--- config.mk ---
export PLATFORM = sky130hd
export DESIGN_NAME = uart_tx_arbiter_flat
export DESIGN_NICKNAME = d
export VERILOG_FILES = /design/src/rtl/uart_tx_arbiter_if.sv /design/src/rtl/uart_tx_arbiter.sv /design/src/flat_wrapper.sv
export SDC_FILE = /design/constraint.sdc
export NUM_CORES = 1
export LEC_CHECK = 0
export ABC_CLOCK_PERIOD_IN_PS = 5780
export CAP_MARGIN = 25
export CORE_MARGIN = 5
export CORE_UTILIZATION = 49
export CTS_CLUSTER_DIAMETER = 150
export CTS_CLUSTER_SIZE = 10
export DETAILED_ROUTE_END_ITERATION = 12
export PLACE_DENSITY = 0.85
export SYNTH_ARGS = -nofsm -noshare
export SYNTH_HDL_FRONTEND = slang
export SYNTH_SLANG_ARGS = --single-unit
--- constraint.sdc ---
create_clock -name clk -period 5.78 [get_ports clk]
set_clock_uncertainty 0.1 [all_clocks]
set_input_delay 0.578 -clock clk [delete_from_list [all_inputs] [get_ports clk]]
set_output_delay 0.578 -clock clk [all_outputs]
set_load 0.03 [all_outputs]
--- src/rtl/uart_tx_arbiter_if.sv ---
// rtl/uart_tx_arbiter_if.sv - requester and uart_tx side signals of uart_tx_arbiter
interface uart_tx_arbiter_if #(
  parameter int MAX_BYTES = 4
);
  logic [1:0]             req_valid;
  logic [8*MAX_BYTES-1:0] req_payload0;
  logic [8*MAX_BYTES-1:0] req_payload1;
  logic [2:0]             req_len0;
  logic [2:0]             req_len1;
  logic [1:0]             req_ready;
  logic [1:0]             frame_done;
  logic [7:0]             tx_data;
  logic                   tx_data_ready;
  logic                   tx_done;
  logic                   busy;
  logic                   grant_id;

  modport slave (
    input  req_valid, req_payload0, req_payload1, req_len0, req_len1, tx_done,
    output req_ready, frame_done, tx_data, tx_data_ready, busy, grant_id
  );

  modport master (
    output req_valid, req_payload0, req_payload1, req_len0, req_len1, tx_done,
    input  req_ready, frame_done, tx_data, tx_data_ready, busy, grant_id
  );
endinterface

--- src/rtl/uart_tx_arbiter.sv ---
// rtl/uart_tx_arbiter.sv - frame-atomic two-source arbiter for one uart_tx; UART_TX_ARBITER_FIXED_PRIO_EN selects fixed priority
module uart_tx_arbiter #(
  parameter int MAX_BYTES = 4
) (
  input  logic             clk,
  input  logic             rst,
  uart_tx_arbiter_if.slave bus
);
  localparam int         PW      = 8 * MAX_BYTES;
  localparam logic [2:0] MAX_LEN = 3'(MAX_BYTES);

  typedef enum logic [1:0] {IDLE, START, GUARD, WAIT} state_t;

  state_t          state;
  logic [PW-1:0]   payload_q;
  logic [2:0]      len_q;
  logic [2:0]      idx;
`ifndef UART_TX_ARBITER_FIXED_PRIO_EN
  logic            last_grant;
`endif
  logic [1:0]      frame_done_q;
  logic [7:0]      tx_data_q;
  logic            tx_start_q;
  logic            busy_q;
  logic            grant_q;

  logic            win;
  logic            accept;
  logic [1:0]      ready_c;
  logic [PW-1:0]   sel_payload;
  logic [2:0]      sel_len;
  logic [2:0]      clamped_len;
  logic [7:0]      next_byte;

  always_comb begin
`ifdef UART_TX_ARBITER_FIXED_PRIO_EN
    win = ~bus.req_valid[0];
`else
    if (&bus.req_valid) win = ~last_grant;
    else                win = ~bus.req_valid[0];
`endif
    accept  = (state == IDLE) && (|bus.req_valid) && !rst;
    ready_c = 2'b00;
    if (accept) ready_c[win] = 1'b1;
    sel_payload = win ? bus.req_payload1 : bus.req_payload0;
    sel_len     = win ? bus.req_len1 : bus.req_len0;
    clamped_len = (sel_len > MAX_LEN) ? MAX_LEN : sel_len;
    next_byte   = 8'(payload_q >> {idx + 3'd1, 3'b000});
  end

  always_ff @(posedge clk) begin
    if (rst) begin
      state        <= IDLE;
      payload_q    <= '0;
      len_q        <= 3'd0;
      idx          <= 3'd0;
`ifndef UART_TX_ARBITER_FIXED_PRIO_EN
      last_grant   <= 1'b1;
`endif
      frame_done_q <= 2'b00;
      tx_data_q    <= 8'h00;
      tx_start_q   <= 1'b0;
      busy_q       <= 1'b0;
      grant_q      <= 1'b0;
    end else begin
      frame_done_q <= 2'b00;
      tx_start_q   <= 1'b0;
      case (state)
        IDLE: begin
          // busy lingers through the frame_done cycle, then drops here unless a new frame lands
          busy_q <= accept;
          if (accept) begin
            grant_q   <= win;
`ifndef UART_TX_ARBITER_FIXED_PRIO_EN
            last_grant <= win;
`endif
            payload_q <= sel_payload;
            len_q     <= clamped_len;
            idx       <= 3'd0;
            if (clamped_len == 3'd0) begin
              frame_done_q[win] <= 1'b1;
            end else begin
              tx_data_q  <= sel_payload[7:0];
              tx_start_q <= 1'b1;
              state      <= START;
            end
          end
        end
        START: state <= GUARD;
        GUARD: state <= WAIT;
        WAIT: begin
          if (bus.tx_done) begin
            if (idx == len_q - 3'd1) begin
              frame_done_q[grant_q] <= 1'b1;
              state                 <= IDLE;
            end else begin
              idx        <= idx + 3'd1;
              tx_data_q  <= next_byte;
              tx_start_q <= 1'b1;
              state      <= START;
            end
          end
        end
        default: state <= IDLE;
      endcase
    end
  end

  assign bus.req_ready     = ready_c;
  assign bus.frame_done    = frame_done_q;
  assign bus.tx_data       = tx_data_q;
  assign bus.tx_data_ready = tx_start_q;
  assign bus.busy          = busy_q;
  assign bus.grant_id      = grant_q;
endmodule

--- src/flat_wrapper.sv ---
// flat-port wrapper written by rule: the top's interface ports become plain ports
module uart_tx_arbiter_flat 
#(
  parameter int MAX_BYTES = 4
)
  (clk, rst, bus_req_valid, bus_req_payload0, bus_req_payload1, bus_req_len0, bus_req_len1, bus_tx_done, bus_req_ready, bus_frame_done, bus_tx_data, bus_tx_data_ready, bus_busy, bus_grant_id);
  uart_tx_arbiter_if #(.MAX_BYTES(MAX_BYTES)) bus_i ();
  input  logic clk;
  input  logic rst;
  input wire logic [$bits(bus_i.req_valid)-1:0] bus_req_valid;
  input wire logic [$bits(bus_i.req_payload0)-1:0] bus_req_payload0;
  input wire logic [$bits(bus_i.req_payload1)-1:0] bus_req_payload1;
  input wire logic [$bits(bus_i.req_len0)-1:0] bus_req_len0;
  input wire logic [$bits(bus_i.req_len1)-1:0] bus_req_len1;
  input wire logic [$bits(bus_i.tx_done)-1:0] bus_tx_done;
  output wire logic [$bits(bus_i.req_ready)-1:0] bus_req_ready;
  output wire logic [$bits(bus_i.frame_done)-1:0] bus_frame_done;
  output wire logic [$bits(bus_i.tx_data)-1:0] bus_tx_data;
  output wire logic [$bits(bus_i.tx_data_ready)-1:0] bus_tx_data_ready;
  output wire logic [$bits(bus_i.busy)-1:0] bus_busy;
  output wire logic [$bits(bus_i.grant_id)-1:0] bus_grant_id;
  assign bus_i.req_valid = bus_req_valid;
  assign bus_i.req_payload0 = bus_req_payload0;
  assign bus_i.req_payload1 = bus_req_payload1;
  assign bus_i.req_len0 = bus_req_len0;
  assign bus_i.req_len1 = bus_req_len1;
  assign bus_i.tx_done = bus_tx_done;
  assign bus_req_ready = bus_i.req_ready;
  assign bus_frame_done = bus_i.frame_done;
  assign bus_tx_data = bus_i.tx_data;
  assign bus_tx_data_ready = bus_i.tx_data_ready;
  assign bus_busy = bus_i.busy;
  assign bus_grant_id = bus_i.grant_id;
  uart_tx_arbiter #(.MAX_BYTES(MAX_BYTES)) u_core (.clk(clk), .rst(rst), .bus(bus_i));
endmodule
==> run_1/met3.png <==
Cells faint in the background.
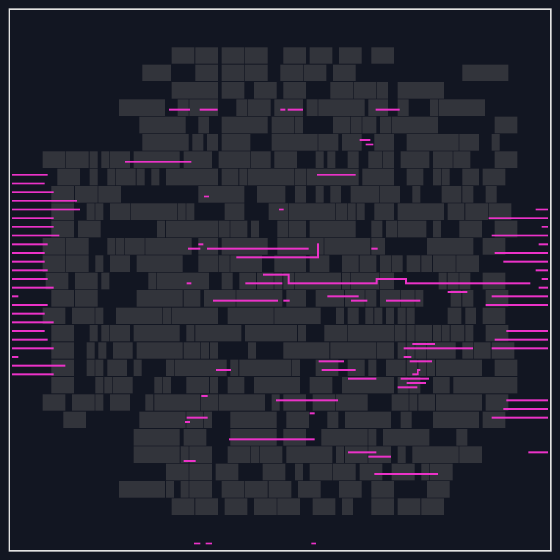
- nets with wire on the layer: 73
- wire length on this layer: 469 um
- longest straight run: 19.3 um

==> run_1/gate_families.png <==
The bar under the picture is 20 um long.
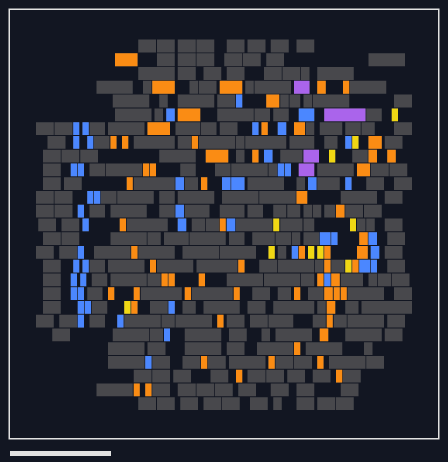
- blue: NAND gates (cells 49)
- orange: NOR gates (cells 62)
- purple: XOR/XNOR gates (cells 4)
- yellow: inverters (cells 10; where east)
Commonest Layout Cell: clkdlybuf4s50_1
logic share of the area: 0.396
Finished Layout Cells: 452

==> run_1/drive_strength.png <==
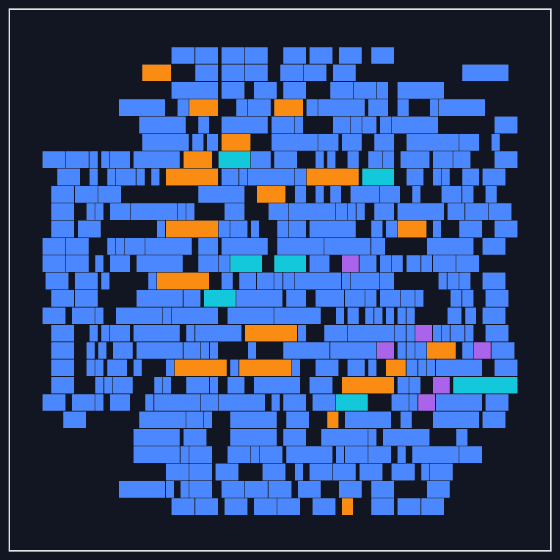
- purple: drive 3 to 4 (cells 6; share 1.6%)
- orange: drive 2 (cells 19; share 5.0%)
- blue: drive 1 or less (cells 348; share 92%)
- cyan: drive 6 and up (cells 7; share 1.8%)
Area Growth Syn to Fin: 36.7%
final instance area: 0.00373 sq mm
Buffers, non-clock: 95
post-route setup slack: 2.48 ns

run 1: final cells by class:
| class | count | area share |
|---|---|---|
| Clock buffer | 6 | 0.0221 |
| Clock inverter | 2 | 0.00335 |
| Inverter | 10 | 0.0101 |
| Multi-Input combinational cell | 213 | 0.396 |
| Sequential cell | 54 | 0.290 |
| Tap cell | 72 | 0.0241 |
| Timing Repair Buffer | 95 | 0.255 |
run 1: metrics by stage:
stage	power, mW	cell area (sq um)	util	worst slack [ns]	cells
3_5_place_dp	1.20	3600	0.658	2.03	442
5_1_grt	1.50	3730	0.682	2.39	452
4_1_cts	1.41	3700	0.676	2.02	450
2_1_floorplan	1.00	2730	-	3.53	302
3_3_place_gp	1.18	3600	0.658	2.12	442
6_report	1.42	3730	0.682	2.48	452
run 1: power groups by stage:
stage / clock network (mW) / registers (mW) / logic (mW)
after floorplan: 0 / 0.596 / 0.405
after global placement: 0 / 0.543 / 0.634
after detailed placement: 0 / 0.545 / 0.653
after CTS: 0.218 / 0.537 / 0.654
after global routing: 0.232 / 0.550 / 0.723
final: 0.215 / 0.540 / 0.664
run 1: final timing paths:
check / endpoint
setup / recovery: bus_req_ready[1]
hold / removal: u_core.idx[1]
setup reg to reg: u_core.bus.tx_data[1]
hold reg to reg: u_core.idx[1]
run 1: registers in the layout, summed over array words and instances (netlist names):
| signal | flops |
|---|---|
| u_core.bus.busy | 1 |
| u_core.bus.frame_done | 2 |
| u_core.bus.grant_id | 1 |
| u_core.bus.tx_data | 8 |
| u_core.bus.tx_data_ready | 1 |
| u_core.idx | 3 |
| u_core.last_grant | 1 |
| u_core.len_q | 3 |
| u_core.payload_q | 32 |
| u_core.state | 2 |
run 1: cells by family after synthesis:
kind of cell | share of synthesized area
muxes | 0.0953
DFF | 0.396
and+or+nand+nor | 0.197
adders and majority gates | 0.0183
xor gates and xnor gates | 0.0179
buffers and inverters | 0.0628
AOI/OAI and AO/OA | 0.213
run 1: critical path, cell delays in order:
cell             delay [ns]
buf_2                  0.76
inv_1                  0.20
nand2_1                0.19
a211oi_2               0.06
buf_4                  0.20
clkdlybuf4s50_1        0.60
run 1: cells in the final DEF (no fill, tap or decap), types with 9 or more instances in the layout:
cell type	count
inv_1	10
a311oi_1	15
clkdlybuf4s50_1	88
nand2_1	34
nor3_1	9
a222oi_1	11
a211oi_1	9
nand3_1	11
nor2_1	41
dfxtp_1	54
a21oi_1	16
run 1: per-layer routing:
layer / part of all wire / global-route usage / wire length [um] / up-vias
met5: 0 / 0 / 0 / -
met4: 0.038 / 0.108 / 286 / 0
met3: 0.063 / 0.0422 / 469 / 29
met2: 0.49 / 0.344 / 3680 / 120
met1: 0.41 / 0.255 / 3060 / 1239
li1: - / - / - / 1278
==> results.yml, run 1 <==
# generated from flow reports
outcome:
  status: "finished clean"
grt:
  gr-total-overflow: 0
  grt_util_all_layers: 0.208
  grt_pass1_wl_um: 12100
  grt_pass1_vias: 2651
  grt_start_max_net_pins: 54
  antenna_found_initial: 0
worst_setup_path:
  r2r-start: "u_core.state[1]"
  critPathLaunchType: "input port"
  cp_data_required_time_ns: 5.10
  worstSetupPathType: "in2out"
  worst_setup_path_end_kind: "output port"
  rrSetupSlack_ns: 2.99
  worstRegToRegCells: 6
  cp_max_fo: 53
  cp-startpoint: "rst"
cts:
  cts_tree: "done"
  cts_buffer_depth: 2
  cts_root_buf: "clkbuf_8"
  h-tree-depth: 2
  post-cts-setup-buffers: 0
  cts_resized: 0
  clock_sinks: 54
  hold_buffers: 0
  clk_pin_slew_ns: 0.09
  clock_latency_ns: 0.31
synth:
  ys_area_sq_mm: 0.00273
  synth.most_common_cell: "dfxtp_1"
  synth_nets: 381
  yosys_cells: 302
  synthFlopType: "dfxtp_1"
  top_cell_area_share: 0.396
  top_cells_by_count: "dfxtp_1 (54), nor2_1 (41), nand2_1 (34), a21oi_1 (16), a311oi_1 (15)"
  top_area_cell: "dfxtp_1"
  postSynthSeqShare: 0.396
  top_cells_by_area: "dfxtp_1 (40%), mux4_2 (6.6%), nor2_1 (5.6%), a311oi_1 (4.8%), nand2_1 (4.7%)"
  yosysWarnings: 0
  synth_area_sq_mm: 0.00273
  synth_flops: 54
  synthArstFlopShare: 0
final_timing:
  worst_pin_slew_ns: 1.03
  hold_violations: 0
  min_period_ns: 3.30
  setup_tns_ns: 0
  hold_ws_ns: 0.400
  rsz0062_at_grt: "no"
  finalSetupViolCount: 0
  relSlewSlack: 0.315
  slew_viol_final: 0
  timing.fmax_mhz: 303
power:
  power.internal_mw: 0.866
  combPwrFrac: 0.468
  seq_power_share: 0.380
  switchingPower_mw: 0.553
  powerDensity_mw_per_mm2: 380
  p_sw_frac: 0.390
  vdd_drop_max_v: 0.000199
  pwr-share-clk: 0.152
  leakage_nw: 1.39
cells_and_area:
  regArea_sq_mm: 0.00108
  fillers: 448
  antennaDiodeCount: 0
  drive_gt1_frac: 0.0842
  comb_area_sq_mm: 0.00148
min_path:
  hold_path.class: "reg2reg"
  min_from: "u_core.idx[1]"
floorplan:
  chip_area_sq_mm: 0.00717
  dieHeight_um: 84.7
  num_rows: 27
  io_pins: 90
  initCoreUtil: 0.499
  die_x_um: 84.7
placement:
  dp_hpwl_um: 5520
  io_buffers: 89
route:
  drtPass1Iterations: 6
  routed_via_density: 5.90
  via_count: 2666
  wl_per_cell_um: 16.6
  ant_nets: 0
  wl_um: 7500
run:
  warnings: 27
  drv_cap: 0
==> run_1/clock_map.png <==
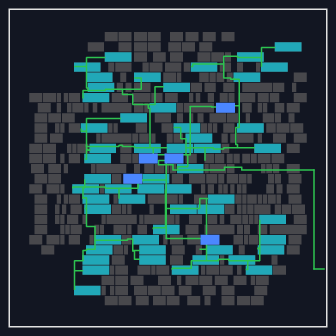

==> run 2: changes to the inputs <==
--- a/config.mk
+++ b/config.mk
@@ -5,14 +5,14 @@
 export SDC_FILE = /design/constraint.sdc
 export NUM_CORES = 1
 export LEC_CHECK = 0
-export ABC_CLOCK_PERIOD_IN_PS = 5780
+export ABC_CLOCK_PERIOD_IN_PS = 2950
 export CAP_MARGIN = 25
 export CORE_MARGIN = 5
-export CORE_UTILIZATION = 49
+export CORE_UTILIZATION = 41
 export CTS_CLUSTER_DIAMETER = 150
 export CTS_CLUSTER_SIZE = 10
 export DETAILED_ROUTE_END_ITERATION = 12
-export PLACE_DENSITY = 0.85
+export PLACE_DENSITY = 0.76
 export SYNTH_ARGS = -nofsm -noshare
 export SYNTH_HDL_FRONTEND = slang
 export SYNTH_SLANG_ARGS = --single-unit
==> constraint.sdc (replaced) <==
create_clock -name clk -period 2.95 [get_ports clk]
set_clock_uncertainty 0.1 [all_clocks]
set_input_delay 0.295 -clock clk [delete_from_list [all_inputs] [get_ports clk]]
set_output_delay 0.295 -clock clk [all_outputs]
set_load 0.03 [all_outputs]
==> run_2/clock_map.png <==
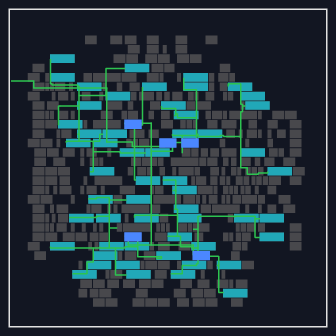
- blue: cells driving clock nets (count 5)
- green: clock wires (length 606 um)
- cyan: flip-flops (count 54)
- routed clock nets: 6

==> run_2/met3.png <==
Cells faint in the background.
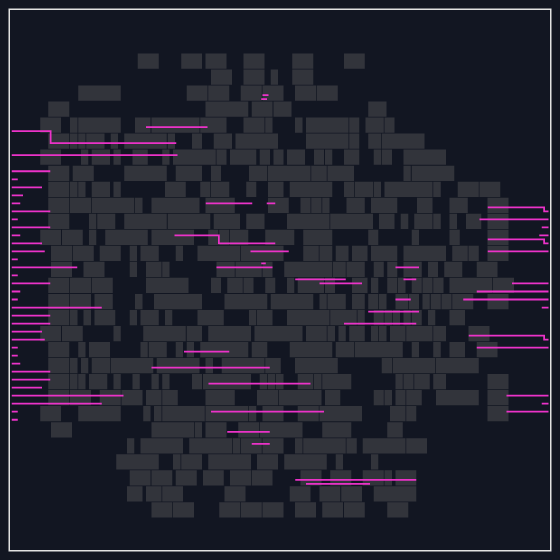
- share of all routed wire: 6.9%
- longest straight run: 27.8 um
- wire length on this layer: 528 um
- nets with wire on the layer: 65

==> run 2 against run 1 <==
- synthesized area stayed put
- die area increased by 17%
- non-clock buffer count increased by 5
- largest power group unchanged
- critical path depth rose by 1
- register-to-register slack worse by 2.3 ns
- power up 96%
- cell count rose by 2.2%
- combinational power rose by 94%
- highest routed layer unchanged
- first-iteration DRC count decreased by 14%
- via count is 0.71% lower
- global-route usage down 2.6 points
==> results.yml, run 2 <==
# generated from flow reports
final_timing:
  fin_crit_sh: 0.770
  hold_ws_ns: 0.169
  slew_viol_final: 0
  min_period_ns: 2.27
  worst_pin_slew_ns: 0.729
  finalSetupViolCount: 0
  timing.fmax_mhz: 440
  hold_violations: 0
  rsz0062_at_grt: "no"
  setup_tns_ns: 0
  fin_ws_ns: 0.678
  relSlewSlack: 0.511
grt:
  grt_util_all_layers: 0.182
  gr-total-overflow: 0
  grt_start_max_net_pins: 46
  antenna_found_initial: 0
  grt_pass1_wl_um: 12400
  grt_pass1_vias: 2560
synth:
  top_cell_area_share: 0.396
  syn_inst: 302
  synth_nets: 381
  synth.distinct_cells: 43
  top_cells_by_area: "dfxtp_1 (40%), mux4_2 (6.6%), nor2_1 (5.6%), a311oi_1 (4.8%), nand2_1 (4.7%)"
  top_area_cell: "dfxtp_1"
  top_cells_by_count: "dfxtp_1 (54), nor2_1 (41), nand2_1 (34), a21oi_1 (16), a311oi_1 (15)"
  synth.avg_cell_area_sq_um: 9.04
  postSynthSeqShare: 0.396
  synth_flops: 54
  yosys_cells: 302
  synthFlopType: "dfxtp_1"
  synth-edff-count: 0
  synth.most_common_cell: "dfxtp_1"
  yosysWarnings: 0
  synthArstFlopShare: 0
  synth_area_sq_mm: 0.00273
  ys_area_sq_mm: 0.00273
route:
  drtPass1Iterations: 6
  ant_nets: 0
  drtIter0Drc: 257
  drc: 0
  wl_um: 7610
  wl_per_cell_um: 16.5
  via_count: 2647
  routed_via_density: 5.73
placement:
  dp.cells: 453
  globalplace.congestion: 0.841
  dp_hpwl_um: 5780
  place_area_sq_mm: 0.00365
  io_buffers: 89
  place_ws_ns: 0.473
min_path:
  hold_path.class: "in2reg"
cts:
  cts_buffer_depth: 2
  clk_pin_slew_ns: 0.10
  h-tree-depth: 2
  clock_sinks: 54
  cts_resized: 0
  numCtsBuffers: 5
  post-cts-setup-buffers: 0
  cts_root_buf: "clkbuf_8"
  clock_latency_ns: 0.30
  hold_buffers: 0
  cts_tree: "done"
cells_and_area:
  fillers: 585
  stdcell_area_sq_mm: 0.00375
  regMostFlops: "u_core.payload_q"
  antennaDiodeCount: 0
  synthToLayoutAreaGrowth_pct: 37.4
  layout_top_cell: "clkdlybuf4s50_1"
  final_cells: 462
  lay_top_cells: "clkdlybuf4s50_1 (86), dfxtp_1 (54), nor2_1 (41), nand2_1 (34), a21oi_1 (16)"
  largest_register_ffs: 32
  drive_gt1_frac: 0.101
  fin_nets: 463
run:
  drv_cap: 0
  warnings: 27
floorplan:
  num_rows: 29
  core_region_area_sq_mm: 0.00642
  chip_area_sq_mm: 0.00839
  die_x_um: 91.6
  initCoreUtil: 0.425
  io_pins: 90
  dieHeight_um: 91.6
power:
  power.internal_mw: 1.70
  combPwrFrac: 0.464
  leakage_nw: 1.41
  vdd_drop_max_v: 0.000331
  switchingPower_mw: 1.09
  p_sw_frac: 0.391
  seq_power_share: 0.381
  pwr-share-clk: 0.155
  powerDensity_mw_per_mm2: 742
worst_setup_path:
  critPathArrivalTime_ns: 2.36
  worstSetupPathType: "reg2reg"
  critPathLaunchType: "flip-flop"
  cp_data_required_time_ns: 3.04
  worst_setup_path_end_kind: "flip-flop"
  cp_max_fo: 24
outcome:
  status: "finished clean"
==> run_2/final_congestion.png <==
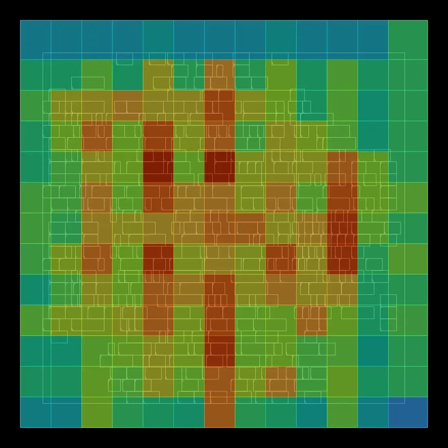
Most Crowded Layer GR: met2
met3 Track Usage GR: 0.0458
final core occ: 0.584

[run 2: final timing paths]
kind                                 to  slack (ns)             from  cells past startpoint
hold / removal      u_core.payload_q[7]        0.17              rst                      2
setup / recovery  u_core.bus.tx_data[3]        0.68  u_core.state[1]                      7
hold reg to reg           u_core.idx[1]        0.40    u_core.idx[1]                      2
setup reg to reg  u_core.bus.tx_data[3]        0.68  u_core.state[1]                      7
[run 2: stage by stage]
stage	util	total power [mW]
6_report	0.584	2.79
3_5_place_dp	0.568	2.36
4_1_cts	0.583	2.79
3_3_place_gp	0.568	2.33
2_1_floorplan	-	1.96
5_1_grt	0.584	2.97
[run 2: layout make-up]
cell class / count / area (sq um) / share of cell area
well taps: 77 / 96.3 / 0.0257
multi-input cells: 213 / 1480 / 0.394
clock buffers: 6 / 82.6 / 0.0220
inverters: 10 / 37.5 / 0.0100
clock inverters: 2 / 12.5 / 0.00333
repair buffers: 100 / 963 / 0.257
flip-flops and latches: 54 / 1080 / 0.288
[run 2: logic make-up after synthesis]
group                    synth area share
multiplexers                       0.0953
AND/OR/NAND/NOR                     0.197
buffers and inverters              0.0628
adder cells (fa/ha/maj)            0.0183
AND-OR/OR-AND                       0.213
XOR/XNOR                           0.0179
flip-flops                          0.396
[run 2: worst max-delay path, cell delays in order, from the launching register on]
cell	delay (ns)
dfxtp_1	0.36
ha_1	0.16
buf_4	0.25
nand2_1	0.16
a31oi_2	0.22
o21a_1	0.53
o2111ai_1	0.19
nor3b_2	0.19
[run 2: power by group through the flow]
stage | combinational (mW) | sequential (mW) | clock, mW
after CTS | 1.29 | 1.06 | 0.437
after global routing | 1.42 | 1.08 | 0.465
after floorplan | 0.793 | 1.17 | 0
after detailed placement | 1.29 | 1.07 | 0
after global placement | 1.25 | 1.07 | 0
final | 1.29 | 1.06 | 0.433
[run 2: layer usage]
metal | vias to the layer above | part of all wire | track usage
met4 | 0 | 0.013 | 0.0440
met3 | 9 | 0.069 | 0.0458
met2 | 95 | 0.49 | 0.306
met5 | - | 0 | 0
li1 | 1293 | - | -
met1 | 1250 | 0.42 | 0.235
==> run_2/gate_families.png <==
The bar under the picture is 20 um long.
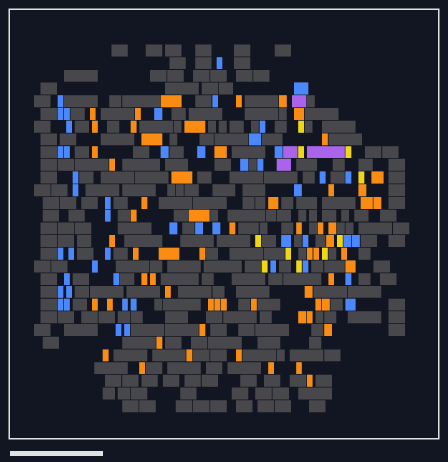

==> run 3: changes to the inputs <==
--- a/config.mk
+++ b/config.mk
@@ -5,14 +5,14 @@
 export SDC_FILE = /design/constraint.sdc
 export NUM_CORES = 1
 export LEC_CHECK = 0
-export ABC_CLOCK_PERIOD_IN_PS = 2950
+export ABC_CLOCK_PERIOD_IN_PS = 2400
 export CAP_MARGIN = 25
 export CORE_MARGIN = 5
-export CORE_UTILIZATION = 41
+export CORE_UTILIZATION = 46
 export CTS_CLUSTER_DIAMETER = 150
 export CTS_CLUSTER_SIZE = 10
 export DETAILED_ROUTE_END_ITERATION = 12
-export PLACE_DENSITY = 0.76
+export PLACE_DENSITY = 0.8
 export SYNTH_ARGS = -nofsm -noshare
 export SYNTH_HDL_FRONTEND = slang
 export SYNTH_SLANG_ARGS = --single-unit
==> constraint.sdc (replaced) <==
create_clock -name clk -period 2.4 [get_ports clk]
set_clock_uncertainty 0.1 [all_clocks]
set_input_delay 0.24 -clock clk [delete_from_list [all_inputs] [get_ports clk]]
set_output_delay 0.24 -clock clk [all_outputs]
set_load 0.03 [all_outputs]
==> run_3/gate_families.png <==
The bar under the picture is 20 um long.
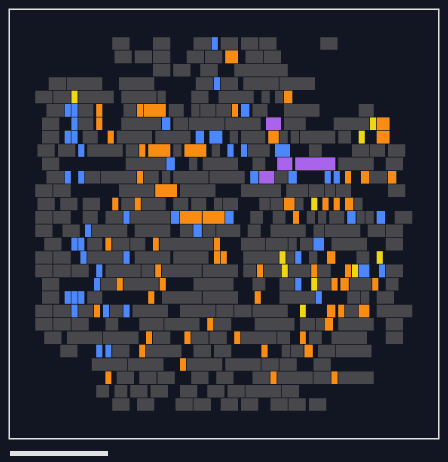
Finished Layout Cells: 464
logic share of the area: 0.386

==> run_3/clock_map.png <==
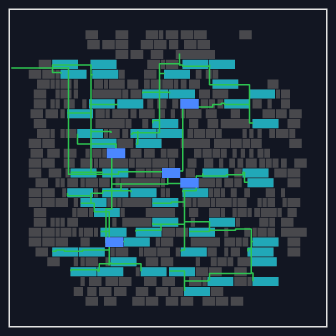
- blue: cells driving clock nets (count 5)
- green: clock wires (length 582 um)
- cyan: flip-flops (count 54)
- routed clock nets: 6
clock share of power: 0.196
Latency at later pin: 0.31 ns
Clk power: 0.715 mW

==> run 3 against run 2 <==
- global-route usage increased by 2.0 points
- cell area increased by 2.2%
- hold slack got worse by 0.077 ns
- sequential power increased by 24%
- combinational power increased by 26%
- clock-buffer cell count decreased by 1
- sequential share of layout area decreased by 0.62 points
- register-to-register slack got worse by 0.32 ns
- routed wire length decreased by 0.30%
- highest routed layer unchanged
==> results.yml, run 3 <==
# generated from flow reports
final_timing:
  timing.fmax_mhz: 489
  slew_viol_final: 0
  finalSetupViolCount: 0
  relSlewSlack: 0.512
  setup_tns_ns: 0
  fin_crit_sh: 0.853
  hold_violations: 0
  rsz0062_at_grt: "no"
  worst_pin_slew_ns: 0.726
  min_period_ns: 2.05
cells_and_area:
  fillers: 465
  antennaDiodeCount: 0
  regMostFlops: "u_core.payload_q"
  largest_register_ffs: 32
  regArea_sq_mm: 0.00108
  drive_gt1_frac: 0.111
  synthToLayoutAreaGrowth_pct: 40.4
  lay_top_cells: "clkdlybuf4s50_1 (86), dfxtp_1 (54), nor2_1 (41), nand2_1 (34)"
  comb_area_sq_mm: 0.00148
  fin_nets: 467
  layout_top_cell: "clkdlybuf4s50_1"
cts:
  numCtsBuffers: 5
  clk_pin_slew_ns: 0.11
  hold_buffers: 0
  h-tree-depth: 2
  cts_buffer_depth: 2
  post-cts-setup-buffers: 0
  cts_root_buf: "clkbuf_8"
  clock_sinks: 54
  cts_tree: "done"
  cts_resized: 0
route:
  drtIter0Drc: 221
  drtPass1Iterations: 6
  ant_nets: 0
  wl_um: 7590
  drc: 0
  routed_via_density: 5.73
  via_count: 2657
floorplan:
  initCoreUtil: 0.467
  core_region_area_sq_mm: 0.00585
  dieHeight_um: 87.1
  num_rows: 28
  die_x_um: 87.1
  chip_area_sq_mm: 0.00758
  io_pins: 90
power:
  power_mw: 3.65
  leakage_nw: 1.45
  powerDensity_mw_per_mm2: 952
  vdd_drop_max_v: 0.000474
synth:
  synthFlopType: "dfxtp_1"
  ys_area_sq_mm: 0.00273
  postSynthSeqShare: 0.396
  top_cells_by_count: "dfxtp_1 (54), nor2_1 (41), nand2_1 (34), a21oi_1 (16), a311oi_1 (15)"
  synth.avg_cell_area_sq_um: 9.04
  synth.distinct_cells: 43
  yosysWarnings: 0
  synth.most_common_cell: "dfxtp_1"
  synth_nets: 381
  syn_inst: 302
  synth_area_sq_mm: 0.00273
  top_area_cell: "dfxtp_1"
  synth_flops: 54
  yosys_cells: 302
  synthArstFlopShare: 0
  top_cells_by_area: "dfxtp_1 (40%), mux4_2 (6.6%), nor2_1 (5.6%), a311oi_1 (4.8%), nand2_1 (4.7%)"
  synth-edff-count: 0
  top_cell_area_share: 0.396
worst_setup_path:
  critPathLaunchType: "flip-flop"
  path_cells: "inv_1, ha_1, xor2_1, a31oi_2, o21a_1, buf_4, o2111ai_1, nor3b_1"
  cp_num_buf_inv: 2
  rrSetupSlack_ns: 0.35
  cp_max_fo: 18
  crit_family: "AND-OR/OR-AND gates"
  worst_setup_path_end_kind: "flip-flop"
  cp_slowest_cell: "dfxtp_1"
  critPathArrivalTime_ns: 2.12
  cp_data_required_time_ns: 2.47
  cp_slowest_stage_delay_ns: 0.38
  worstSetupPathType: "reg2reg"
grt:
  grt_pass1_vias: 2535
  grt_start_max_net_pins: 47
  grt_pass1_wl_um: 12100
  gr-total-overflow: 0
  antenna_found_initial: 0
min_path:
  hold_path.class: "in2reg"
placement:
  dp.cells: 456
  globalplace.congestion: 0.899
  dp_hpwl_um: 5720
  io_buffers: 89
run:
  warnings: 27
  drv_cap: 0
outcome:
  status: "finished clean"
==> run_3/final_congestion.png <==
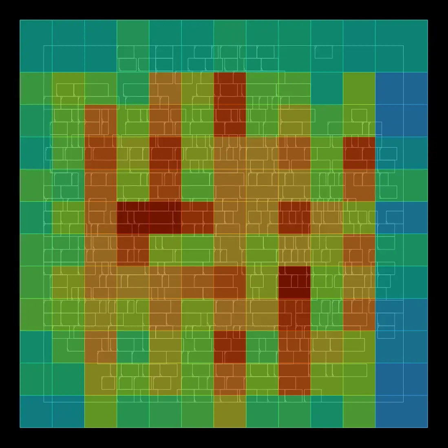
met1 Track Usage GR: 0.255
final core occ: 0.655
wire per inst: 16.3 um
GRT Util Overall: 0.202
M2 GR Usage: 0.356

-- run 3: cell counts after synthesis --
Identical to the previous run, type by type.
-- run 3: kinds of logic (layout without fill, tap and decap cells) --
logic type / after synthesis / in the layout / synth area share
DFF: 54 / 54 / 0.396
AOI/OAI and AO/OA: 76 / 76 / 0.213
adders and majority gates: 4 / 4 / 0.0183
muxes: 16 / 16 / 0.0953
buffers and inverters: 35 / 122 / 0.0628
xor gates and xnor gates: 4 / 4 / 0.0179
and+or+nand+nor: 113 / 113 / 0.197
-- run 3: final timing paths --
kind | start | to | cells past startpoint
worst max-delay path | u_core.len_q[0] | u_core.bus.tx_data[0] | 8
worst min-delay path | rst | u_core.payload_q[7] | 2
worst max register to register | u_core.len_q[0] | u_core.bus.tx_data[0] | 8
worst min register to register | u_core.len_q[1] | u_core.len_q[1] | 2
-- run 3: through the flow --
stage	cell area, sq um	util	hold slack [ns]	setup slack, ns
floorplan	2730	-	0.239	0.395
global placement	3700	0.632	0.371	0.183
detailed placement	3700	0.632	0.379	0.105
CTS	3830	0.655	0.0898	0.355
global route	3830	0.655	0.0833	0.189
finish	3830	0.655	0.0924	0.353
-- run 3: power breakdown --
part           total, mW  switching [mW]  internal, mW
clock network      0.715           0.297         0.418
logic               1.63           0.889         0.739
registers           1.31           0.159          1.15
total               3.65            1.34          2.31
-- run 3: final cells by class --
type / instances / area share
Inverter: 10 / 0.00979
Sequential cell: 54 / 0.282
Clock inverter: 3 / 0.0179
Clock buffer: 5 / 0.0179
Multi-Input combinational cell: 213 / 0.386
Timing Repair Buffer: 104 / 0.262
Tap cell: 75 / 0.0245
-- run 3: layer usage --
| metal | global-route usage | up-vias | wire, um |
|---|---|---|---|
| met1 | 0.255 | 1267 | 3200 |
| met4 | 0.0510 | 0 | 76 |
| met3 | 0.0360 | 9 | 429 |
| met2 | 0.356 | 85 | 3880 |
| met5 | 0 | - | 0 |
| li1 | - | 1296 | - |
-- run 3: worst reg2reg max path: stages (launching register included) --
cell and delay [ns]:
dfxtp_1 0.38, inv_1 0.08, ha_1 0.30, xor2_1 0.16, a31oi_2 0.23, o21a_1 0.14, buf_4 0.21, o2111ai_1 0.15
nor3b_1 0.18
Power and IR drop assume default switching activity.
